===== src/rtl/fetch_unit.sv =====
// -----------------------------------------------------------------------------
// fetch_unit
//   Instruction-fetch stage. Owns the fetch PC, drives a request/ready
//   instruction-memory port and loads the IF/ID pipeline register with
//   {valid, pc, pc+4, instr}. Handles hazard stalls and branch/jump redirects,
//   including redirects that land while a memory request is still waiting.
//
// Parameters
//   RESET_PC       first fetch address after reset (word aligned)
//
// Ports
//   clk_i          rising-edge clock
//   rst_n_i        synchronous active-low reset
//   stall_i        hazard unit: hold IF/ID and PC
//   redirect_i     taken branch/jump this cycle
//   redirect_pc_i  redirect target, bits [1:0] ignored
//   imem_req_o     fetch request
//   imem_addr_o    fetch address (always equals pc_o)
//   imem_ready_i   memory completes the request this cycle
//   imem_rdata_i   instruction word, valid with imem_req_o && imem_ready_i
//   pc_o           current fetch PC
//   ifid_valid_o   IF/ID holds a live instruction
//   ifid_pc_o      address of ifid_instr_o
//   ifid_pc4_o     ifid_pc_o + 4 (wraps modulo 2^32)
//   ifid_instr_o   fetched instruction word
// -----------------------------------------------------------------------------
module fetch_unit #(
  parameter logic [31:0] RESET_PC = 32'h0000_0000
) (
  input  logic        clk_i,
  input  logic        rst_n_i,
  input  logic        stall_i,
  input  logic        redirect_i,
  input  logic [31:0] redirect_pc_i,
  output logic        imem_req_o,
  output logic [31:0] imem_addr_o,
  input  logic        imem_ready_i,
  input  logic [31:0] imem_rdata_i,
  output logic [31:0] pc_o,
  output logic        ifid_valid_o,
  output logic [31:0] ifid_pc_o,
  output logic [31:0] ifid_pc4_o,
  output logic [31:0] ifid_instr_o
);

  typedef enum logic [1:0] {
    S_START   = 2'd0,
    S_FETCH   = 2'd1,
    S_HOLD    = 2'd2,
    S_DISCARD = 2'd3
  } state_e;

  state_e      state_q;
  logic [31:0] pc_q;
  logic [31:0] pend_pc_q;
  logic [31:0] hold_instr_q;
  logic        ifid_valid_q;
  logic [31:0] ifid_pc_q;
  logic [31:0] ifid_pc4_q;
  logic [31:0] ifid_instr_q;

  logic [31:0] redir_tgt;
  logic [31:0] pc_plus4;

  // Redirect targets are forced word aligned; pc+4 wraps naturally at 32 bits.
  assign redir_tgt = {redirect_pc_i[31:2], 2'b00};
  assign pc_plus4  = pc_q + 32'd4;

  // Request is decoded from state only, so no input reaches an output.
  assign imem_req_o   = (state_q == S_FETCH) || (state_q == S_DISCARD);
  assign imem_addr_o  = pc_q;
  assign pc_o         = pc_q;
  assign ifid_valid_o = ifid_valid_q;
  assign ifid_pc_o    = ifid_pc_q;
  assign ifid_pc4_o   = ifid_pc4_q;
  assign ifid_instr_o = ifid_instr_q;

  // Fetch FSM together with PC, pending-target, holding buffer and IF/ID.
  always_ff @(posedge clk_i) begin
    if (!rst_n_i) begin
      state_q      <= S_START;
      pc_q         <= RESET_PC;
      pend_pc_q    <= 32'h0000_0000;
      hold_instr_q <= 32'h0000_0000;
      ifid_valid_q <= 1'b0;
      ifid_pc_q    <= 32'h0000_0000;
      ifid_pc4_q   <= 32'h0000_0000;
      ifid_instr_q <= 32'h0000_0000;
    end else begin
      case (state_q)
        S_START: begin
          state_q <= S_FETCH;
        end

        S_FETCH: begin
          if (redirect_i && imem_ready_i) begin
            // Returned word belongs to the wrong path; fetch the target next.
            pc_q         <= redir_tgt;
            ifid_valid_q <= 1'b0;
          end else if (redirect_i) begin
            // Address must stay stable until the memory answers, so park
            // the target and throw away the in-flight word later.
            pend_pc_q    <= redir_tgt;
            ifid_valid_q <= 1'b0;
            state_q      <= S_DISCARD;
          end else if (imem_ready_i && !stall_i) begin
            ifid_valid_q <= 1'b1;
            ifid_pc_q    <= pc_q;
            ifid_pc4_q   <= pc_plus4;
            ifid_instr_q <= imem_rdata_i;
            pc_q         <= pc_plus4;
          end else if (imem_ready_i) begin
            // Word arrived while decode is stalled: buffer it so it is
            // neither lost nor refetched.
            hold_instr_q <= imem_rdata_i;
            state_q      <= S_HOLD;
          end else if (!stall_i) begin
            ifid_valid_q <= 1'b0;
          end else begin
            ifid_valid_q <= ifid_valid_q;
          end
        end

        S_HOLD: begin
          if (redirect_i) begin
            pc_q         <= redir_tgt;
            ifid_valid_q <= 1'b0;
            state_q      <= S_FETCH;
          end else if (!stall_i) begin
            // pc still addresses the buffered word.
            ifid_valid_q <= 1'b1;
            ifid_pc_q    <= pc_q;
            ifid_pc4_q   <= pc_plus4;
            ifid_instr_q <= hold_instr_q;
            pc_q         <= pc_plus4;
            state_q      <= S_FETCH;
          end else begin
            state_q <= S_HOLD;
          end
        end

        S_DISCARD: begin
          ifid_valid_q <= 1'b0;
          if (imem_ready_i) begin
            // A redirect in the same cycle is younger than the parked one.
            pc_q    <= redirect_i ? redir_tgt : pend_pc_q;
            state_q <= S_FETCH;
          end else if (redirect_i) begin
            pend_pc_q <= redir_tgt;
          end else begin
            pend_pc_q <= pend_pc_q;
          end
        end

        default: begin
          state_q      <= S_START;
          ifid_valid_q <= 1'b0;
        end
      endcase
    end
  end

endmodule


===== config.mk =====
export PLATFORM = sky130hd
export DESIGN_NAME = fetch_unit
export DESIGN_NICKNAME = d
export VERILOG_FILES = /design/src/rtl/fetch_unit.sv
export SDC_FILE = /design/constraint.sdc
export NUM_CORES = 1
export LEC_CHECK = 0
export CAP_MARGIN = 20
export CELL_PAD_IN_SITES_DETAIL_PLACEMENT = 0
export CELL_PAD_IN_SITES_GLOBAL_PLACEMENT = 1
export CORE_MARGIN = 1.5
export CORE_UTILIZATION = 35
export CTS_CLUSTER_DIAMETER = 100
export DETAILED_ROUTE_END_ITERATION = 7
export PLACE_DENSITY = 0.9
export SLEW_MARGIN = 5
export SYNTH_ARGS = -nofsm -noshare
export SYNTH_HDL_FRONTEND = slang
export SYNTH_SLANG_ARGS = --single-unit

===== constraint.sdc =====
create_clock -name clk_i -period 3.2 [get_ports clk_i]
set_clock_uncertainty 0.05 [all_clocks]
set_input_delay 0.48 -clock clk_i [delete_from_list [all_inputs] [get_ports clk_i]]
set_output_delay 0.48 -clock clk_i [all_outputs]
set_load 0.03 [all_outputs]

Fig. 1: nets reached from selected ports
The bar under the picture is 50 um long.
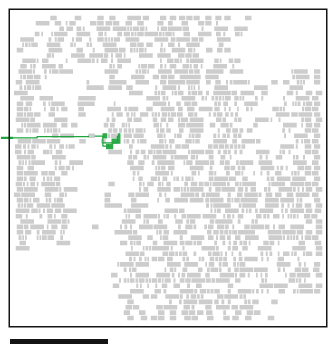
legend:
  stall_i:
    color: green
    direction: input
    edge: left
    end_cells: 5
    wire: 64.4 um
I/O pins: 231
IO buf count: 228

Fig. 2: sequential cells colored by netlist name
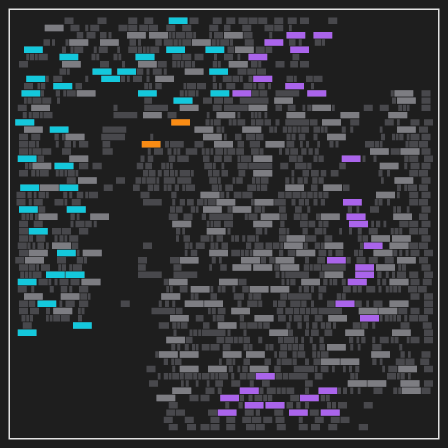
legend:
  state_q:
    color: orange
    sequential_cells: 2
  hold_instr_q:
    color: cyan
    sequential_cells: 32
  ifid_pc4_o:
    color: purple
    sequential_cells: 30
not colored: 129
Seq power: 2.82 mW
Final Util: 47.6%
FF+latch area: 3860 um^2

==> ci_impl_report.md <==
## Implementation flow summary

| Metric | Value |
|---|---|
| Outcome | `finished, final reports clean` |
| CP max stage cell | `buf_4` |
| Via-to-Cell Ratio | `~5.2` |
| GR Util met3 | `6.43%` |
| Sum of negative setup slack | `0 ns` |
| Cts repair resizes | `0` |
| Most instantiated logic cell after routing | `clkdlybuf4s50_1` |
| Hold Vio Cnt, Final | `0` |
| Top cells by area | `dfxtp_1, nand2_1, a21oi_1` |
| First-pass GRT wire length | `around 41000 um` |
| Post-CTS setup buffers | `0` |
| Slew Limit Fails | `0` |
| Worst-path cell chain | `inv_1 > ha_2 > buf_4 > mux2i_1 > nor3_2 > buf_12 > o21ai_0 > a21oi_1` |
| Via Count | `8127` |
| Tool Warnings | `37` |
| DR pass1 iterations | `5` |
| Worst Setup SP | `state_q[0]$_SDFFE_PN0P_` |
| Met3 WL | `2300 um` |
| WP data required | `3.51 ns` |
| Tap cell count | `between 300 and 400` |
| Worst setup path class | `reg2reg` |
| Met2 Track Usage GR | `between 30% and 40%` |
| Rel. slew slack | `32.0%` |
| Drt drc | `0` |
| Max-area cell class | `combinational gates` |
| Synthesized area | `8680 um^2` |
| Yosys aoi share | `21.6%` |
| Fp_density | `35.7%` |
| Top cell type by instance count after synthesis | `nand2_1` |
| WHS | `0.404 ns` |
| Final-layout fill cell count | `2372` |
| Invs w/o clock | `13` |
| Met2 WL | `11900 um` |
| Worst r2r path cells | `8` |
| # clk buffers | `17` |
| Core box area | `24300 um^2` |
| Final worst slack | `approximately 0.44 ns` |
| Worst-margin pin slew | `1.02 ns` |
| Final instance area | `11600 um^2` |
| Critical Path Start Type | `flip-flop` |
| Initial DRC Count | `651` |
| Max stage delay on crit path | `0.52 ns` |
| P_int | `4.53 mW` |
| VDD IR max | `0.359 mV` |
| Flops | `around 190` |
| Clk slew on worst S/H paths | `0.08 ns` |
| Metal-1 WL | `11100 um` |
Power is estimated from default activity; no workload was simulated.
